### Clock distribution, run 1

Scale bar: 20 um.
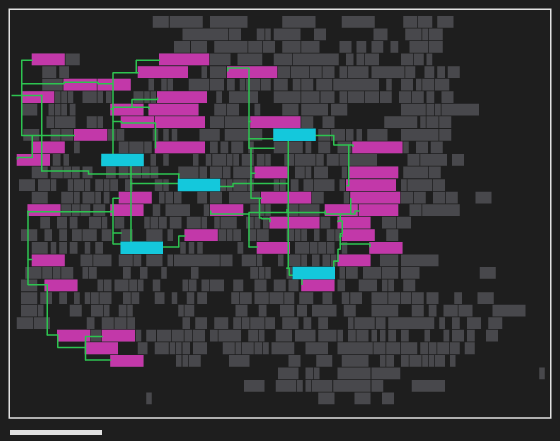
### Signal wires by layer, run 1

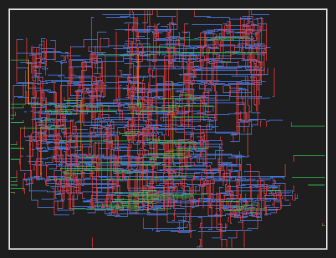
### M3 wires, run 1

Scale bar: 20 um.
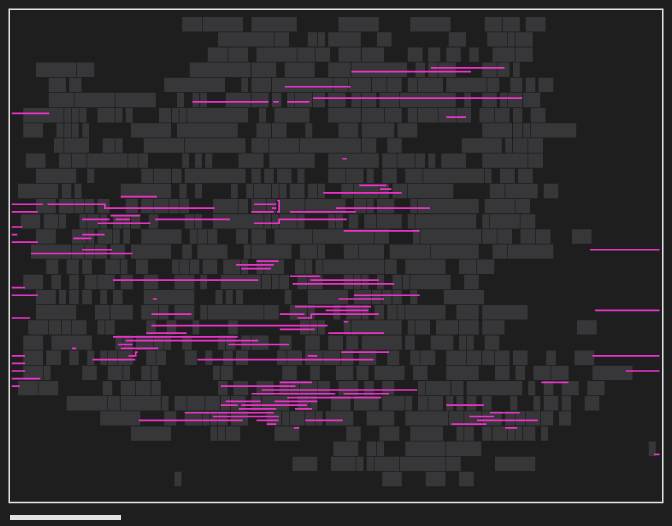
### src/rtl/game_pkg.sv
// Shared types and constants for the multi-player pool game controller:
// FSM states, difficulty level codes and the per-level strike budgets.
package game_pkg;

  typedef enum logic [2:0] {
    StIdle,
    StAim,
    StRoll,
    StEval,
    StEnd
  } state_e;

  localparam logic [3:0] LevelEasy   = 4'd1;
  localparam logic [3:0] LevelMedium = 4'd2;
  localparam logic [3:0] LevelHard   = 4'd3;

  localparam logic [6:0] EASY_MODE   = 7'd25;
  localparam logic [6:0] MEDIUM_MODE = 7'd20;
  localparam logic [6:0] HARD_MODE   = 7'd15;

  // Storage is always sized for the largest legal table.
  localparam int unsigned MaxPlayers = 4;

  function automatic logic level_legal(input logic [3:0] level);
    return (level == LevelEasy) || (level == LevelMedium) || (level == LevelHard);
  endfunction

  function automatic logic [6:0] level_budget(input logic [3:0] level);
    case (level)
      LevelEasy:   return EASY_MODE;
      LevelMedium: return MEDIUM_MODE;
      LevelHard:   return HARD_MODE;
      default:     return 7'd0;
    endcase
  endfunction

endpackage

### src/rtl/bin2bcd.sv
// 7-bit binary to two BCD digits; meaningful for inputs 0..99.
module bin2bcd (
  input  logic [6:0] bin,
  output logic [3:0] tens,
  output logic [3:0] units
);

  assign tens  = 4'(bin / 7'd10);
  assign units = 4'(bin % 7'd10);

endmodule

### src/rtl/multi_player_game_controller.sv
// Turn-based pool game controller: tracks per-player strike budgets and scores,
// hands the turn over after misses and fouls, and declares a winner at game end.
module multi_player_game_controller
  import game_pkg::*;
#(
  parameter int unsigned NUM_PLAYERS  = 2,
  parameter int unsigned NUM_BALLS    = 8,
  parameter int unsigned FOUL_PENALTY = 1
) (
  input  logic       clk,
  input  logic       reset,
  input  logic [3:0] level,
  input  logic       level_is_valid,
  input  logic       strike,
  input  logic       ballIn,
  input  logic       whiteballIn,
  input  logic       no_moving_flag,
  input  logic       win_cheatN,
  output logic       menu_state,
  output logic       game_state,
  output logic       end_state,
  output logic [1:0] current_player,
  output logic [1:0] winner,
  output logic       tie,
  output logic [3:0] strikes_units_digit,
  output logic [3:0] strikes_tens_digit,
  output logic [3:0] score_units_digit,
  output logic [3:0] score_tens_digit,
  output logic       lastThree
);

  state_e      state_q;
  logic [6:0]  strikes_q [MaxPlayers];
  logic [6:0]  scores_q  [MaxPlayers];
  logic [3:0]  balls_left_q;
  logic        pocketed_q;
  logic        foul_q;

  logic [6:0]  cur_strikes;
  logic [6:0]  cur_score;
  logic [6:0]  foul_strikes;
  logic [6:0]  strikes_after [MaxPlayers];
  logic        next_found;
  logic [1:0]  next_player;
  int unsigned cand;
  logic [1:0]  best_idx;
  logic [6:0]  best_score;
  logic        best_tie;

  always_comb begin
    cur_strikes  = strikes_q[current_player];
    cur_score    = scores_q[current_player];
    foul_strikes = (cur_strikes > 7'(FOUL_PENALTY)) ? cur_strikes - 7'(FOUL_PENALTY) : 7'd0;

    // Turn search sees the current player's post-foul budget so a fouled-out
    // player is skipped even when wrapping back to themselves.
    strikes_after = strikes_q;
    if (foul_q) strikes_after[current_player] = foul_strikes;

    next_found  = 1'b0;
    next_player = current_player;
    cand        = 0;
    for (int unsigned i = 1; i <= NUM_PLAYERS; i++) begin
      cand = (32'(current_player) + i) % NUM_PLAYERS;
      if (!next_found && strikes_after[2'(cand)] != 7'd0) begin
        next_found  = 1'b1;
        next_player = 2'(cand);
      end
    end

    best_idx   = 2'd0;
    best_score = scores_q[0];
    for (int unsigned i = 1; i < NUM_PLAYERS; i++) begin
      if (scores_q[i] > best_score) begin
        best_idx   = 2'(i);
        best_score = scores_q[i];
      end
    end
    best_tie = 1'b0;
    for (int unsigned i = 0; i < NUM_PLAYERS; i++) begin
      if (2'(i) != best_idx && scores_q[i] == best_score) best_tie = 1'b1;
    end
  end

  always_ff @(posedge clk) begin
    if (reset) begin
      state_q        <= StIdle;
      balls_left_q   <= 4'(NUM_BALLS);
      pocketed_q     <= 1'b0;
      foul_q         <= 1'b0;
      current_player <= 2'd0;
      winner         <= 2'd0;
      tie            <= 1'b0;
      menu_state     <= 1'b1;
      game_state     <= 1'b0;
      end_state      <= 1'b0;
      for (int unsigned i = 0; i < MaxPlayers; i++) begin
        strikes_q[i] <= 7'd0;
        scores_q[i]  <= 7'd0;
      end
    end else if (!win_cheatN && state_q != StEnd) begin
      // Cheat beats everything else on this edge, including a strike.
      state_q    <= StEnd;
      winner     <= current_player;
      tie        <= 1'b0;
      menu_state <= 1'b0;
      game_state <= 1'b0;
      end_state  <= 1'b1;
    end else begin
      unique case (state_q)
        StIdle: begin
          if (level_is_valid && level_legal(level)) begin
            for (int unsigned i = 0; i < MaxPlayers; i++) begin
              strikes_q[i] <= (i < NUM_PLAYERS) ? level_budget(level) : 7'd0;
              scores_q[i]  <= 7'd0;
            end
            balls_left_q   <= 4'(NUM_BALLS);
            current_player <= 2'd0;
            state_q        <= StAim;
            menu_state     <= 1'b0;
            game_state     <= 1'b1;
          end
        end
        StAim: begin
          if (strike) begin
            strikes_q[current_player] <= (cur_strikes != 7'd0) ? cur_strikes - 7'd1 : 7'd0;
            pocketed_q <= 1'b0;
            foul_q     <= 1'b0;
            state_q    <= StRoll;
          end
        end
        StRoll: begin
          if (ballIn) begin
            scores_q[current_player] <= cur_score + 7'd1;
            if (balls_left_q != 4'd0) balls_left_q <= balls_left_q - 4'd1;
            pocketed_q <= 1'b1;
          end
          if (whiteballIn) foul_q <= 1'b1;
          if (no_moving_flag) state_q <= StEval;
        end
        StEval: begin
          if (foul_q && balls_left_q != 4'd0) strikes_q[current_player] <= foul_strikes;
          if (balls_left_q != 4'd0 && !foul_q && pocketed_q && cur_strikes != 7'd0) begin
            state_q <= StAim;
          end else if (balls_left_q != 4'd0 && next_found) begin
            current_player <= next_player;
            state_q        <= StAim;
          end else begin
            state_q    <= StEnd;
            winner     <= best_idx;
            tie        <= best_tie;
            game_state <= 1'b0;
            end_state  <= 1'b1;
          end
        end
        StEnd: ;
        default: state_q <= StIdle;
      endcase
    end
  end

  bin2bcd u_strikes_bcd (
    .bin   (cur_strikes),
    .tens  (strikes_tens_digit),
    .units (strikes_units_digit)
  );

  bin2bcd u_score_bcd (
    .bin   (cur_score),
    .tens  (score_tens_digit),
    .units (score_units_digit)
  );

  assign lastThree = (cur_strikes <= 7'd3);

endmodule

### config.mk
export PLATFORM = sky130hd
export DESIGN_NAME = multi_player_game_controller
export DESIGN_NICKNAME = d
export VERILOG_FILES = /design/src/rtl/game_pkg.sv /design/src/rtl/bin2bcd.sv /design/src/rtl/multi_player_game_controller.sv
export SDC_FILE = /design/constraint.sdc
export NUM_CORES = 1
export LEC_CHECK = 0
export CAP_MARGIN = 10
export CORE_ASPECT_RATIO = 0.75
export CORE_UTILIZATION = 40
export CTS_CLUSTER_DIAMETER = 40
export DETAILED_ROUTE_END_ITERATION = 12
export PLACE_DENSITY = 0.72
export SLEW_MARGIN = 20
export SYNTH_ARGS = -nofsm -noshare
export SYNTH_HDL_FRONTEND = slang
export SYNTH_SLANG_ARGS = --single-unit
### constraint.sdc
create_clock -name clk -period 4.06 [get_ports clk]
set_input_delay 0.812 -clock clk [delete_from_list [all_inputs] [get_ports clk]]
set_output_delay 0.812 -clock clk [all_outputs]
set_load 0.05 [all_outputs]
==> results.json, run 1 <==
{
  "status": "complete, but fails checks",
  "violations": "negative setup slack",
  "worst_pin_slew_ns": 0.6781,
  "crit_type": "flop to primary output",
  "fin_ws_ns": -0.3702,
  "clk_share": 0.02836,
  "cap_violations": 0,
  "crit_path_max_incr_delay_ns": 0.40,
  "dp_hpwl_mm": 8.802,
  "tap-cell-count": 132,
  "busiest_layer": "met2",
  "sh_seq_area": 0.1914,
  "buf_share": 0.1609,
  "path_buffers": 3,
  "reg2reg_slack_ns": 0.52,
  "path_max_fanout": 8,
  "design_area_um2": 5250,
  "top_logic_kind": "AND-OR/OR-AND gates",
  "seq_area_um2": 1005,
  "drtPass1Iterations": 5,
  "synth_seq_share": 0.2524,
  "routed.top_layer": "met4",
  "clk_pin_slew_ns": 0.07,
  "nNetsFinal": 605,
  "multi_input_comb_cells": 404,
  "max_slew_margin": 0.5452,
  "viasPerCell": 5.891,
  "setup_viol": 6,
  "worstPathArrival_ns": 3.62,
  "antennaDiodeCount": 0,
  "root_buffer": "clkbuf_16",
  "edf_count": 14,
  "sh_comb_area": 0.5658,
  "synth_cells": 503,
  "cp.required_ns": 3.25,
  "row_count": 31,
  "comb_area_um2": 2970,
  "yosys_warnings": 0,
  "netlist_area_um2": 3966,
  "cts_setup_buffers": 0,
  "gp_congestion": 0.9487,
  "wl_met3_um": 909,
  "cts_buffers": 5,
  "reg2reg_depth": 11
}
Back to the opening pictures, 'Clock distribution':
Key: cyan = clock-net drivers [count 5]; green = clock wires [length 545 um]; magenta = flip-flops [count 43]
There are 6 routed clock nets.
clock latency on the worst-skew pair: 0.29 ns
Final Skew: 0.005154 ns
Clk pwr share: 0.258

Back to the opening pictures, 'Signal wires by layer':
Key: green = M3 [wire length 909 um]; orange = M4 [wire length 110 um]; red = M2 [wire length 5030 um]; blue = M1 [wire length 5360 um]

Back to the opening pictures, 'M3 wires':
The layer holds 8.0% of the routed length. The wires run mostly horizontal.
Detailed Route WL: 11.41 mm
vias post-DR: 4159
met3 Use GR: 0.04247

### Congestion heat map, run 1

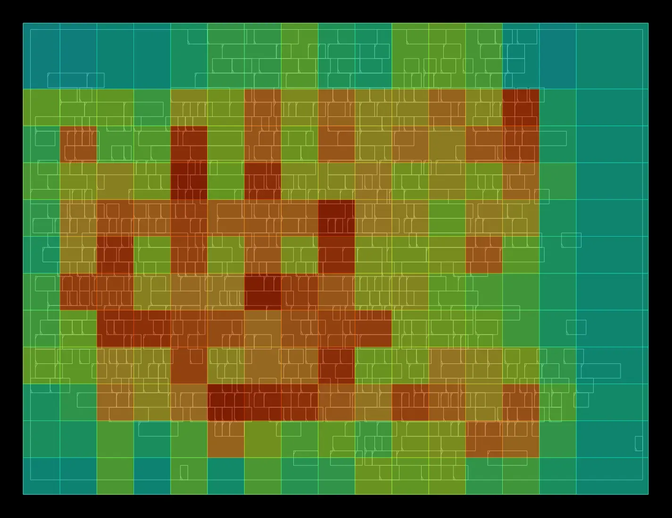

## Run 2: what changed since run 1
--- a/config.mk
+++ b/config.mk
@@ -5,10 +5,12 @@
 export SDC_FILE = /design/constraint.sdc
 export NUM_CORES = 1
 export LEC_CHECK = 0
+export ABC_CLOCK_PERIOD_IN_PS = 4059
 export CAP_MARGIN = 10
 export CORE_ASPECT_RATIO = 0.75
+export CORE_MARGIN = 2
 export CORE_UTILIZATION = 40
-export CTS_CLUSTER_DIAMETER = 40
+export CTS_CLUSTER_DIAMETER = 150
 export DETAILED_ROUTE_END_ITERATION = 12
 export PLACE_DENSITY = 0.72
 export SLEW_MARGIN = 20
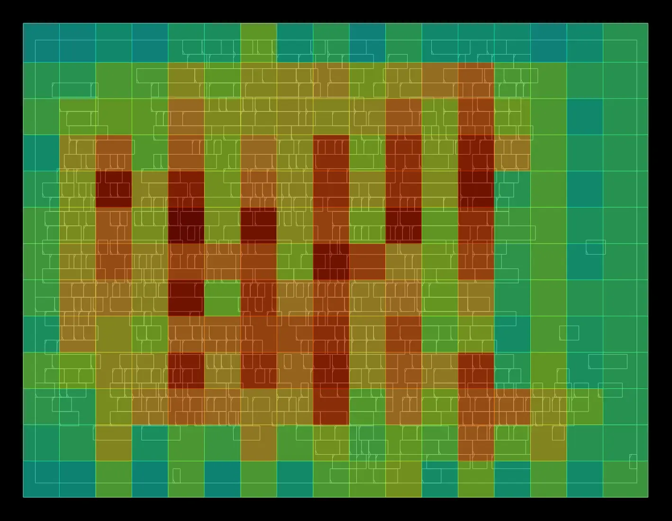
*Congestion heat map, run 2*
met2 track demand over resource: 0.3276
GR peak layer: met2

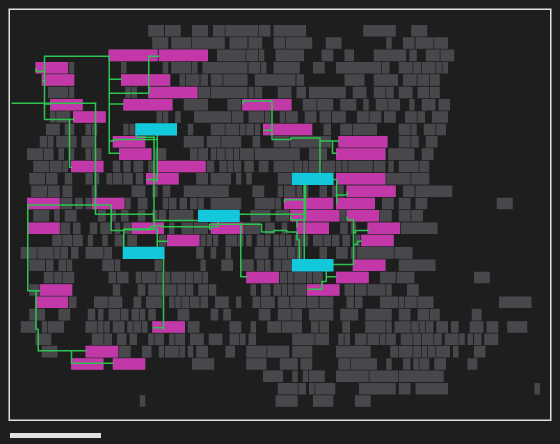
*Clock distribution, run 2*
Scale bar: 20 um.
Key: magenta = flip-flops [count 43]; green = clock wires [length 572 um]; cyan = clock-net drivers [count 5]
There are 6 routed clock nets.

==> run 2 against run 1 <==
Effect of this change:
- the flow still finishes with violations (negative setup slack)
- wire length is 2.8% higher
- sequential share of layout area is 0.10 points lower
- critical path depth stayed put
- highest routed layer unchanged
- register-to-register slack worse by 0.21 ns
- largest power group unchanged
- cell count is 0.28% lower
- clock skew is 0.00058 ns lower
- die area is 4.0% higher
- clock power is 7.4% higher
- flip-flop count stayed put
- hold slack better by 0.019 ns
- combinational power hardly changed
- critical path type unchanged
==> results.json, run 2 <==
{
  "worst_pin_slew_ns": 1.022,
  "status": "complete, but fails checks",
  "cts_setup_buffers": 3,
  "reg2reg_slack_ns": 0.31,
  "sh_seq_area": 0.1904,
  "worstPathArrival_ns": 3.54,
  "finalNonFillerCells": 704,
  "nNetsFinal": 603,
  "use_met3": 0.03807,
  "antennaDiodeCount": 0,
  "synth_cells": 503,
  "edf_count": 14,
  "setup_viol": 7,
  "crit_path_max_incr_delay_ns": 0.40,
  "tap-cell-count": 132,
  "synth_top_cell_by_area": "dfxtp_1",
  "top_power_group": "combinational logic",
  "dp_hpwl_mm": 8.858,
  "wl_met3_um": 977,
  "seq_area_um2": 1005,
  "clk_pin_slew_ns": 0.06,
  "drtPass1Iterations": 5,
  "path_buffers": 3,
  "worstSkewPairLatency_ns": 0.29,
  "vias": 4172,
  "viasPerCell": 5.926,
  "crit_type": "flop to primary output",
  "top_logic_kind": "AND-OR/OR-AND gates",
  "grt_max_degree": 29,
  "start_kind": "flop",
  "max_slew_margin": 0.3164,
  "row_count": 31,
  "finClkSkew_ns": 0.004572,
  "yosys_warnings": 0,
  "synthArstFlopShare": 0,
  "multi_input_comb_cells": 404,
  "pwr-share-clk": 0.271,
  "reg2reg_depth": 13,
  "cts_buffers": 5,
  "design_area_um2": 5278,
  "violations": "negative setup slack",
  "gp_congestion": 0.9277,
  "root_buffer": "clkbuf_16",
  "routed.top_layer": "met4",
  "buf_share": 0.1572,
  "cap_violations": 0,
  "fin_ws_ns": -0.2927,
  "netlist_area_um2": 3966
}
### Signal wires by layer, run 2

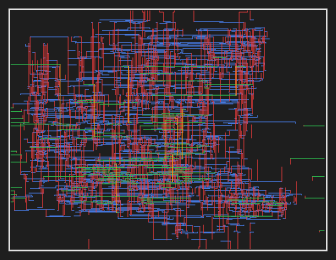

## Run 3: what changed since run 2
--- a/config.mk
+++ b/config.mk
@@ -9,10 +9,10 @@
 export CAP_MARGIN = 10
 export CORE_ASPECT_RATIO = 0.75
 export CORE_MARGIN = 2
-export CORE_UTILIZATION = 40
+export CORE_UTILIZATION = 30
 export CTS_CLUSTER_DIAMETER = 150
 export DETAILED_ROUTE_END_ITERATION = 12
-export PLACE_DENSITY = 0.72
+export PLACE_DENSITY = 0.6
 export SLEW_MARGIN = 20
 export SYNTH_ARGS = -nofsm -noshare
 export SYNTH_HDL_FRONTEND = slang
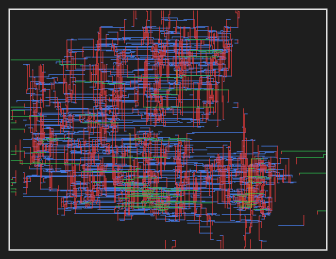
*Signal wires by layer, run 3*
Key: orange = M4 [wire length 67.3 um]; green = M3 [wire length 830 um]; red = M2 [wire length 5560 um]; blue = M1 [wire length 6140 um]
Routed WL per cell: 16.49 um
Overall Global Routing Usage: 0.1668
Detailed Route WL: 12.60 mm
vias post-DR: 4232

==> run 3 against run 2 <==
Effect of this change:
- the flow still finishes with violations (negative setup slack)
- clock skew rose by 0.00086 ns
- critical path depth is 1 lower
- via count rose by 1.4%
- non-clock buffer count grew 21
- utilization is 11 points lower
- synthesized cell count is the same
- sequential share of layout area fell by 1.2 points
- die area up 32%
- first-iteration DRC count up 41%
- combinational power is 3.7% higher
- wire length grew 7.4%
- critical path type unchanged
- highest routed layer unchanged
==> results.json, run 3 <==
{
  "cap_violations": 0,
  "design_area_um2": 5643,
  "finClkSkew_ns": 0.005436,
  "pwr-share-clk": 0.294,
  "antennaDiodeCount": 0,
  "path_buffers": 2,
  "edf_count": 14,
  "netlist_area_um2": 3966,
  "buf_share": 0.1831,
  "reg2reg_slack_ns": 0.25,
  "dp_hpwl_mm": 8.968,
  "worstPathArrival_ns": 3.61,
  "tap-cell-count": 171,
  "top_power_group": "combinational logic",
  "finalNonFillerCells": 764,
  "start_kind": "flop",
  "violations": "negative setup slack",
  "max_slew_margin": 0.5711,
  "fin_ws_ns": -0.3604,
  "setup_viol": 6,
  "grt_max_degree": 32,
  "top_logic_kind": "AND-OR/OR-AND gates",
  "use_met2": 0.2436,
  "status": "complete, but fails checks",
  "wl_met3_um": 830
}
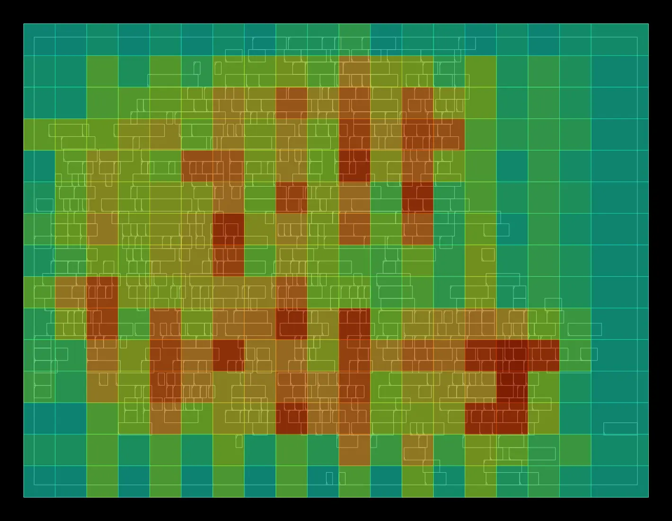
*Congestion heat map, run 3*
met3 Use GR: 0.02447
final core utilization: 0.4365
M1 GR Usage: 0.2607

Power figures rest on the tool's default switching activity, not on a simulated workload.
